run_1/floorplan.png
Bar = 100 um. Pins as bars on the die edge.
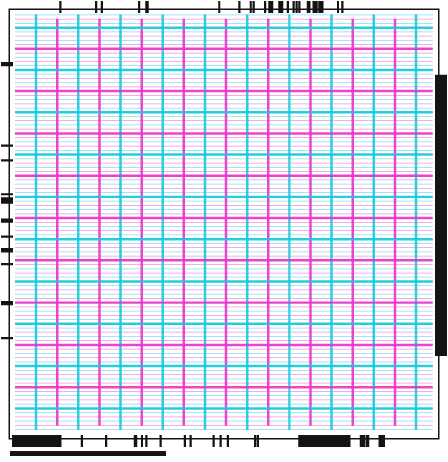
run_1/class_map.png
Bar = 100 um.
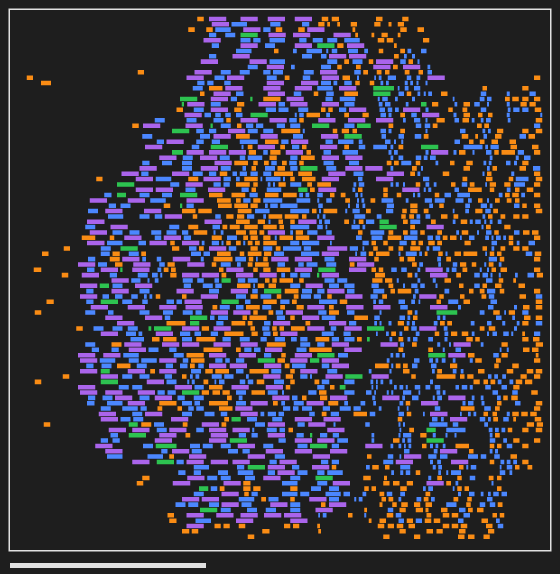
run_1/clock_wires.png
Bar = 100 um.
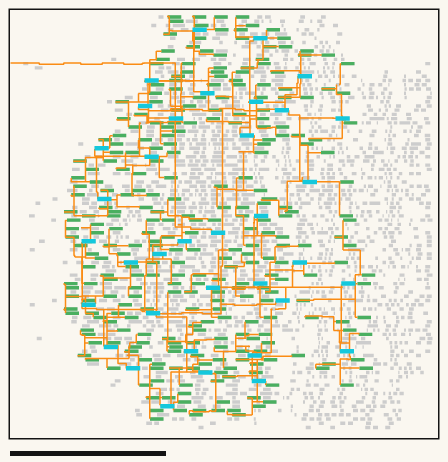
run_1/layers.png
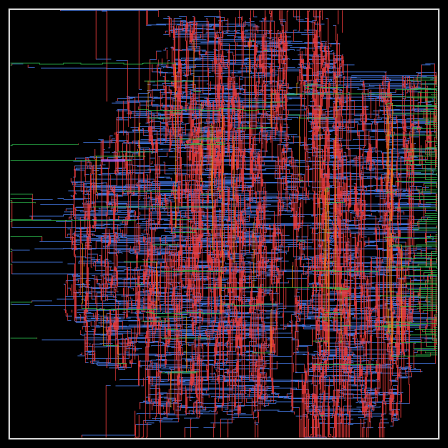
$ cat config.mk
export PLATFORM = sky130hd
export DESIGN_NAME = pc_gen_unit
export DESIGN_NICKNAME = d
export VERILOG_FILES = /design/src/rtl/core_pkg.sv /design/src/rtl/return_address_stack.sv /design/src/rtl/pc_gen_unit.sv
export SDC_FILE = /design/constraint.sdc
export NUM_CORES = 1
export LEC_CHECK = 0
export CELL_PAD_IN_SITES_DETAIL_PLACEMENT = 1
export CELL_PAD_IN_SITES_GLOBAL_PLACEMENT = 2
export CORE_MARGIN = 3
export CORE_UTILIZATION = 23
export DETAILED_ROUTE_END_ITERATION = 16
export PLACE_DENSITY = 0.55
export SYNTH_ARGS = -nofsm -noshare
export SYNTH_HDL_FRONTEND = slang
export SYNTH_SLANG_ARGS = --single-unit
$ cat constraint.sdc
create_clock -name clk -period 2.4 [get_ports clk]
set_input_delay 0.48 -clock clk [delete_from_list [all_inputs] [get_ports clk]]
set_output_delay 0.48 -clock clk [all_outputs]
set_load 0.005 [all_outputs]
$ cat src/rtl/core_pkg.sv
// rtl/core_pkg.sv - shared core constants: pc_mux codes, prediction modes, PC helpers
package core_pkg;

    // pc_mux source codes driven by the ID/EX control logic
    localparam logic [3:0] PC_BOOT    = 4'h0;
    localparam logic [3:0] PC_JUMP    = 4'h2;
    localparam logic [3:0] PC_BRANCH  = 4'h3;
    localparam logic [3:0] PC_EX_INCR = 4'h4;
    localparam logic [3:0] PC_RAS     = 4'h5;

    // Branch prediction modes of the IF-stage PC generator
    localparam int PRED_NONE    = 0;
    localparam int PRED_BTB     = 1;
    localparam int PRED_BTB_BHT = 2;

    localparam logic [31:0] PC_STEP = 32'd4;

    // Next sequential instruction address; wraps modulo 2^32
    function automatic logic [31:0] pc_incr(input logic [31:0] pc);
        return pc + PC_STEP;
    endfunction

endpackage

$ cat src/rtl/return_address_stack.sv
// rtl/return_address_stack.sv - circular return-address stack with saturating count
module return_address_stack
    import core_pkg::*;
#(
    parameter int DEPTH = 8
) (
    input  logic        clk,
    input  logic        rst_n,
    input  logic        push,
    input  logic [31:0] push_addr,
    input  logic        pop,
    input  logic        flush,
    output logic [31:0] top,
    output logic        empty,
    output logic        full
);

    localparam int PW = $clog2(DEPTH);
    localparam int CW = PW + 1;
    localparam logic [CW-1:0] COUNT_MAX = CW'(DEPTH);

    logic [31:0]   r_mem [DEPTH];
    logic [PW-1:0] r_ptr;
    logic [CW-1:0] r_count;

    logic          w_pop_ok;
    logic [PW-1:0] w_ptr_inc;
    logic [PW-1:0] w_ptr_dec;

    // Popping an empty stack is ignored; pointers wrap because DEPTH is a power of two
    assign w_pop_ok  = pop && (r_count != '0);
    assign w_ptr_inc = r_ptr + 1'b1;
    assign w_ptr_dec = r_ptr - 1'b1;

    // Stack storage, top pointer and occupancy; full pushes overwrite the oldest slot
    always_ff @(posedge clk or negedge rst_n) begin
        if (!rst_n) begin
            r_ptr   <= '0;
            r_count <= '0;
            for (int i = 0; i < DEPTH; i++) begin
                r_mem[i] <= '0;
            end
        end else if (flush) begin
            r_ptr   <= '0;
            r_count <= '0;
        end else if (push && w_pop_ok) begin
            r_mem[r_ptr] <= push_addr;
        end else if (push) begin
            r_ptr            <= w_ptr_inc;
            r_mem[w_ptr_inc] <= push_addr;
            if (r_count != COUNT_MAX) begin
                r_count <= r_count + 1'b1;
            end
        end else if (w_pop_ok) begin
            r_ptr   <= w_ptr_dec;
            r_count <= r_count - 1'b1;
        end
    end

    // Status is a pure function of stored state, so a push shows up the next cycle
    always_comb begin
        empty = (r_count == '0);
        full  = (r_count == COUNT_MAX);
        top   = empty ? 32'h0 : r_mem[r_ptr];
    end

endmodule

$ cat src/rtl/pc_gen_unit.sv
// rtl/pc_gen_unit.sv - IF-stage PC register, next-PC selection, prediction and RAS
module pc_gen_unit
    import core_pkg::*;
#(
    parameter int          PRED_MODE = 0,
    parameter int          RAS_DEPTH = 8,
    parameter logic [31:0] RESET_PC  = 32'h0,
    parameter logic [31:0] CLEAR_PC  = 32'h0
) (
    input  logic        clk,
    input  logic        rst_n,
    input  logic        stall_if_i,
    input  logic        clear_if_i,
    input  logic        pc_set_i,
    input  logic [3:0]  pc_mux_i,
    input  logic [31:0] boot_addr_i,
    input  logic [31:0] jump_target_id_i,
    input  logic [31:0] branch_target_ex_i,
    input  logic [31:0] pc_ex_i,
    input  logic        btb_hit_i,
    input  logic [31:0] btb_target_i,
    input  logic        bht_taken_i,
    input  logic        ras_push_i,
    input  logic [31:0] ras_push_addr_i,
    input  logic        ras_flush_i,
    input  logic        fetch_gnt_i,
    output logic        fetch_req_o,
    output logic [31:0] pc_if_o,
    output logic        branch_prediction_if_o,
    output logic [31:0] ras_top_o,
    output logic        ras_empty_o,
    output logic        ras_full_o
);

    typedef enum logic {
        BOOT = 1'b0,
        RUN  = 1'b1
    } state_e;

    state_e      r_state;
    state_e      w_state_next;
    logic [31:0] r_pc;
    logic [31:0] w_pc_next;
    logic [31:0] w_pc_incr;
    logic        w_fetch_req;
    logic        w_fetch_fire;
    logic        w_pred_cond;
    logic        w_ras_pop;
    logic [31:0] w_ras_top;
    logic        w_ras_empty;
    logic        w_ras_full;

    assign w_pc_incr    = pc_incr(r_pc);
    assign w_fetch_fire = w_fetch_req && fetch_gnt_i;

    // FSM state register; only rst_n brings the block back to BOOT
    always_ff @(posedge clk or negedge rst_n) begin
        if (!rst_n) begin
            r_state <= BOOT;
        end else begin
            r_state <= w_state_next;
        end
    end

    // BOOT lasts exactly one cycle after reset release
    always_comb begin
        w_state_next = r_state;
        case (r_state)
            BOOT:    w_state_next = RUN;
            RUN:     w_state_next = RUN;
            default: w_state_next = BOOT;
        endcase
    end

    // Fetch request is raised in RUN and dropped while IF is stalled
    always_comb begin
        w_fetch_req = 1'b0;
        case (r_state)
            BOOT:    w_fetch_req = 1'b0;
            RUN:     w_fetch_req = !stall_if_i;
            default: w_fetch_req = 1'b0;
        endcase
    end

    // Prediction condition selected by the elaboration-time prediction mode
    always_comb begin
        w_pred_cond = 1'b0;
        case (PRED_MODE)
            PRED_BTB:     w_pred_cond = btb_hit_i;
            PRED_BTB_BHT: w_pred_cond = btb_hit_i && bht_taken_i;
            default:      w_pred_cond = 1'b0;
        endcase
    end

    // A RAS return only consumes an entry when the redirect actually takes effect
    assign w_ras_pop = pc_set_i && (pc_mux_i == PC_RAS) && !stall_if_i
                       && !clear_if_i && !w_ras_empty;

    // Next-PC priority: clear, stall, redirect, prediction, sequential, hold
    always_comb begin
        w_pc_next = r_pc;
        if (clear_if_i) begin
            w_pc_next = CLEAR_PC;
        end else if (stall_if_i) begin
            w_pc_next = r_pc;
        end else if (pc_set_i) begin
            case (pc_mux_i)
                PC_BOOT:    w_pc_next = boot_addr_i;
                PC_JUMP:    w_pc_next = jump_target_id_i;
                PC_BRANCH:  w_pc_next = branch_target_ex_i;
                PC_EX_INCR: w_pc_next = pc_incr(pc_ex_i);
                PC_RAS:     w_pc_next = w_ras_empty ? w_pc_incr : w_ras_top;
                default:    w_pc_next = r_pc;
            endcase
        end else if (w_fetch_fire) begin
            w_pc_next = w_pred_cond ? btb_target_i : w_pc_incr;
        end
    end

    // PC register; an ungranted request keeps its address until the grant arrives
    always_ff @(posedge clk or negedge rst_n) begin
        if (!rst_n) begin
            r_pc <= RESET_PC;
        end else begin
            r_pc <= w_pc_next;
        end
    end

    return_address_stack #(
        .DEPTH(RAS_DEPTH)
    ) u_ras (
        .clk       (clk),
        .rst_n     (rst_n),
        .push      (ras_push_i),
        .push_addr (ras_push_addr_i),
        .pop       (w_ras_pop),
        .flush     (ras_flush_i),
        .top       (w_ras_top),
        .empty     (w_ras_empty),
        .full      (w_ras_full)
    );

    // Output drive; the prediction flag is suppressed by any higher-priority cause
    always_comb begin
        fetch_req_o            = w_fetch_req;
        pc_if_o                = r_pc;
        branch_prediction_if_o = w_pred_cond && !pc_set_i && !stall_if_i && !clear_if_i;
        ras_top_o              = w_ras_top;
        ras_empty_o            = w_ras_empty;
        ras_full_o             = w_ras_full;
    end

endmodule

==> out/results.ini, run 1 <==
[place]
place_area_um2=22490
place.gp.congestion=0.9079
dp_hpwl_um=51870

[die]
pin_count=274
fp_util_pct=23.28
die.size.x_um=275.2

[worst_setup_path]
r2r_start=u_ras.r_ptr[0]$_DFFE_PN0P_
cp-startpoint=u_ras.r_ptr[0]$_DFFE_PN0P_
worstPathRequired_ns=1.92
crit_top_cell=buf_12
crit_path_top_delay_cell=dfrtp_4
endpoint=ras_top_o[22]
critPathBufInv=5
worstPathArrival_ns=2.51
rr_worst_depth=13
start_kind=flip-flop
regToRegSetupSlack_ns=-0.43

[clocking]
cts.repair.resized=414
cts_setup_buffers=91
clock_sinks=296
cts_hold_buf=1
cts.clk_slew.worst_paths_ns=0.06
tritoncts=done
cts_made_buffers=36

[synthesis]
yosysSeqAreaShare_pct=44.44
yosysTopAreaCell=dfrtp_1
netlist_area_um2=16670
synth_chip_area_um2=16670
async_flop_share_pct=100.0
ys_cells=1399
ff_type=dfrtp_1
syn_inst=1399
compound_area_share_pct=11.80
top_cell=dfrtp_1
synth-edff-count=0
yosys-top-cells-area=dfrtp_1 (44%), mux2_1 (10%), mux2_4 (8.1%)
logic_family=multiplexers
synth-xor-area-share_pct=2.522
ys_top_cells_by_count=dfrtp_1 (296), mux2_1 (150), mux2_4 (90)
ys_sh_adder_pct=0.5705
post_synth.cell_area_avg_um2=11.91
synth-seq-cells=296

[layout]
diodes=3
buf_share_pct=26.37
largestClassByArea=logic gates
drive_gt1_share_pct=45.42
n_all_buffers=691
seq_share_pct=27.54
final_common_cell=buf_4
nets=2250
logic_gate_count=1000
fin_util_pct=37.60
regMostFlops=u_ras.r_mem
sequential_cell_total=296
nFillCells=7651

[grt]
grt_pass1_wl_um=108600
grt.met1_usage_pct=24.19
grt_antenna_before_repair=5
first_global_vias=16140
grt_util_met3_pct=3.209

[final_timing]
tns_ns=-77.62
finalSetupViolations=304
hold_violations=0
rsz0062_at_grt=true
max-slew-margin-rel_pct=54.75
min_period_over_period_pct=124.5
fin_ws_ns=-0.5876
min_period_ns=2.988
fmax_mhz=334.7

[min_path]
min_path_type=input pin to async pin

[power_and_ir_drop]
static-leakage-power_nw=11.91
power-top-group=combinational logic
p_sw_mw=6.161
powerComb_mw=7.46
seqPwrFrac_pct=35.2
cellPowerDensity_nw_per_um2=760.7
p_total_mw=20.48
p_seq_mw=7.22

[drt]
drt_iter0_drc=662
met1Wirelength_um=32810
viasPerCell=4.819
drc_errors=0
drtAntennaViolNets=0

[outcome]
status=finished with violations
violations=setup timing

Notes on floorplan.png above:
Key: magenta = VDD; cyan = VSS
The core has 98 rows. 99 met1 rails follow the rows. 274 signal pins sit on the boundary.
maximum VDD drop: 0.3877 mV
Die Y: 275.2 um

Notes on class_map.png above:
Key: blue = remaining logic cells [cells 1012, share of their area 39%]; orange = remaining buffers and delay cells [cells 691, share of their area 28%]; green = clock drivers and dummy loads [cells 64, share of their area 4.8%]; purple = registers [cells 296, share of their area 29%]
Finished Cell Area: 26920 um2
Core Footprint: 71610 um2
Row Count: 98

Notes on clock_wires.png above:
Key: orange = clock wires [length 4890 um]; cyan = clock-net drivers [count 36]; green = flip-flops [count 296]
There are 37 routed clock nets.
Insertion Delay late pin: 0.57 ns
Power Clock: 5.81 mW
clk_skew: 0.02382 ns
clock power share: 28.3%

Notes on layers.png above:
Key: purple = M5 [wire length 13.8 um]; orange = M4 [wire length 1950 um]; red = M2 [wire length 37.7 mm]; green = M3 [wire length 3300 um]; blue = M1 [wire length 32.8 mm]
wire length per cell: 25.13 um
Routed WL: 75790 um
global-route usage over all layers: 19.23%

==> run 1 -> run 2 <==
--- a/config.mk
+++ b/config.mk
@@ -7,7 +7,7 @@
 export LEC_CHECK = 0
 export CELL_PAD_IN_SITES_DETAIL_PLACEMENT = 1
 export CELL_PAD_IN_SITES_GLOBAL_PLACEMENT = 2
-export CORE_MARGIN = 3
+export CORE_MARGIN = 2
 export CORE_UTILIZATION = 23
 export DETAILED_ROUTE_END_ITERATION = 16
 export PLACE_DENSITY = 0.55
==> run 2 against run 1 <==
Effect of this change: the flow still finishes with violations (setup timing); clock power barely moved; critical path depth rose by 2; fmax rose by 0.61%; sequential cell count did not move; total power fell by 4.0%; final area fell by 5.7%; clock-buffer cell count rose by 3; synthesized area did not move; die area fell by 1.4%; critical path type unchanged; largest power group is now sequential cells.
==> out/results.ini, run 2 <==
[outcome]
status=finished with violations  ; unchanged
violations=setup timing  ; unchanged

[worst_setup_path]
critPathBufInv=5  ; unchanged
worstPathRequired_ns=1.92  ; about the same
endpoint=ras_top_o[10]  ; was ras_top_o[22]
worstPathArrival_ns=2.49  ; was 2.51 ns
start_kind=flip-flop  ; unchanged
regToRegSetupSlack_ns=-0.43  ; about the same
path_class=flip-flop to primary output  ; unchanged
cp-startpoint=u_ras.r_ptr[0]$_DFFE_PN0P_  ; unchanged
rr_worst_depth=12  ; was 13
crit_path_top_delay_cell=dfrtp_4  ; unchanged
crit_top_cell=buf_12  ; unchanged
r2r_start=u_ras.r_ptr[0]$_DFFE_PN0P_  ; unchanged

[drt]
dr.pass1.iters=4  ; was 5
met1Wirelength_um=31330  ; was 32810 um
drtAntennaViolNets=0  ; unchanged
wl_per_cell_um=24.01  ; was 25.13 um
drc_errors=0  ; unchanged
wl_um=70910  ; was 75790 um
viasPerCell=4.760  ; was 4.819
drt_iter0_drc=634  ; was 662

[power_and_ir_drop]
clkPwrFrac_pct=29.6  ; was 28.3%
p_comb_share_pct=33.9  ; was 36.4%
p_seq_mw=7.18  ; was 7.22 mW
p_sw_mw=5.903  ; was 6.161 mW
cellPowerDensity_nw_per_um2=774.3  ; was 760.7 nW/um2
static-leakage-power_nw=11.17  ; was 11.91 nW
p_total_mw=19.66  ; was 20.48 mW
p_clk_mw=5.82  ; was 5.81 mW
powerComb_mw=6.66  ; was 7.46 mW
seqPwrFrac_pct=36.5  ; was 35.2%

[synthesis]
ys_cells=1399  ; unchanged
async_flop_share_pct=100.0  ; unchanged
yosysTopAreaCell=dfrtp_1  ; unchanged
synth-edff-count=0  ; unchanged
yosys-top-cells-area=dfrtp_1 (44%), mux2_1 (10%), mux2_4 (8.1%)  ; unchanged
netlist_area_um2=16670  ; unchanged
ys_top_cells_by_count=dfrtp_1 (296), mux2_1 (150), mux2_4 (90)  ; unchanged
yosysSeqAreaShare_pct=44.44  ; unchanged
synth-xor-area-share_pct=2.522  ; unchanged
ff_type=dfrtp_1  ; unchanged
syn_inst=1399  ; unchanged
synth-seq-cells=296  ; unchanged
compound_area_share_pct=11.80  ; unchanged
logic_family=multiplexers  ; unchanged
post_synth.cell_area_avg_um2=11.91  ; unchanged
ys_sh_adder_pct=0.5705  ; unchanged

[final_timing]
fin_ws_ns=-0.5695  ; was -0.5876 ns
min_period_ns=2.970  ; was 2.988 ns
rsz0062_at_grt=true  ; unchanged
fmax_mhz=336.8  ; was 334.7 MHz
max-slew-margin-rel_pct=55.95  ; was 54.75%
finalSetupViolations=312  ; was 304
tns_ns=-94.89  ; was -77.62 ns
min_period_over_period_pct=123.7  ; was 124.5%

[layout]
sequential_cell_total=296  ; unchanged
drive_gt1_share_pct=37.76  ; was 45.42%
stdcell_area_um2=25390  ; was 26920 um2
logic_gate_count=999  ; was 1000
fin_util_pct=35.46  ; was 37.60%
largestClassByArea=logic gates  ; unchanged
final-clk-cell-share_pct=5.001  ; was 4.629%
buf_share_pct=24.33  ; was 26.37%
nets=2187  ; was 2250
seq_share_pct=29.20  ; was 27.54%
n_all_buffers=627  ; was 691
diodes=2  ; was 3
final_common_cell=dfrtp_1  ; was buf_4
nFillCells=7796  ; was 7651

[clocking]
cts_made_buffers=38  ; was 36
tritoncts=done  ; unchanged
cts_hold_buf=1  ; unchanged
clock_latency_ns=0.55  ; was 0.57 ns
clock_sinks=296  ; unchanged

[place]
dp_hpwl_um=51600  ; was 51870 um
place.gp.congestion=0.8179  ; was 0.9079
place_area_um2=22380  ; was 22490 um2

[die]
fp_util_pct=23.28  ; unchanged
pin_count=274  ; unchanged
core_area_um2=71610  ; unchanged
fp-row-count=98  ; unchanged
taps=950  ; unchanged

[grt]
grt_use_total_pct=18.87  ; was 19.23%
grt.met1_usage_pct=24.13  ; was 24.19%
grt_antenna_before_repair=3  ; was 5
grt_busiest_layer=met2  ; unchanged
grt_pass1_wl_um=105500  ; was 108600 um

[min_path]
min_path_type=input pin to async pin  ; unchanged

run_2/class_map.png
Bar = 100 um.
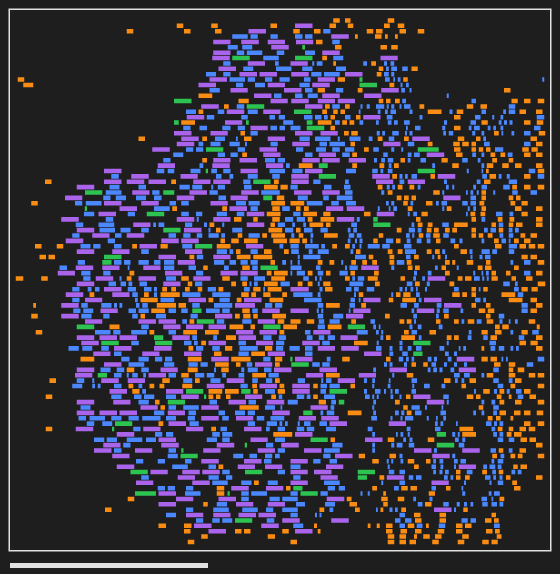
Key: purple = registers [cells 296, share of their area 31%]; green = clock drivers and dummy loads [cells 68, share of their area 5.2%]; blue = remaining logic cells [cells 1011, share of their area 39%]; orange = remaining buffers and delay cells [cells 627, share of their area 26%]

run_2/floorplan.png
Bar = 100 um. Pins as bars on the die edge.
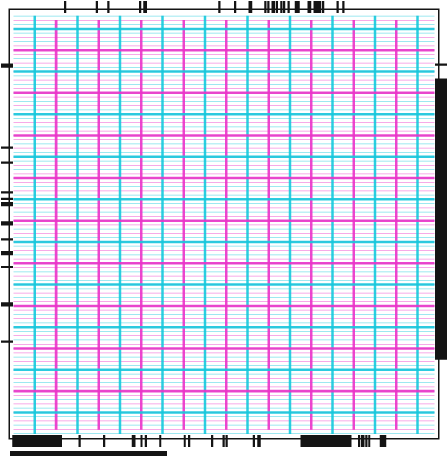
Key: magenta = VDD; cyan = VSS
99 met1 rails follow the rows. 19 straps on met4. 274 signal pins sit on the boundary. 19 straps on met5. The core has 98 rows.
Die Y: 273.2 um
Die Wd: 273.2 um
maximum VDD drop: 0.4311 mV

Power figures rest on the tool's default switching activity, not on a simulated workload.
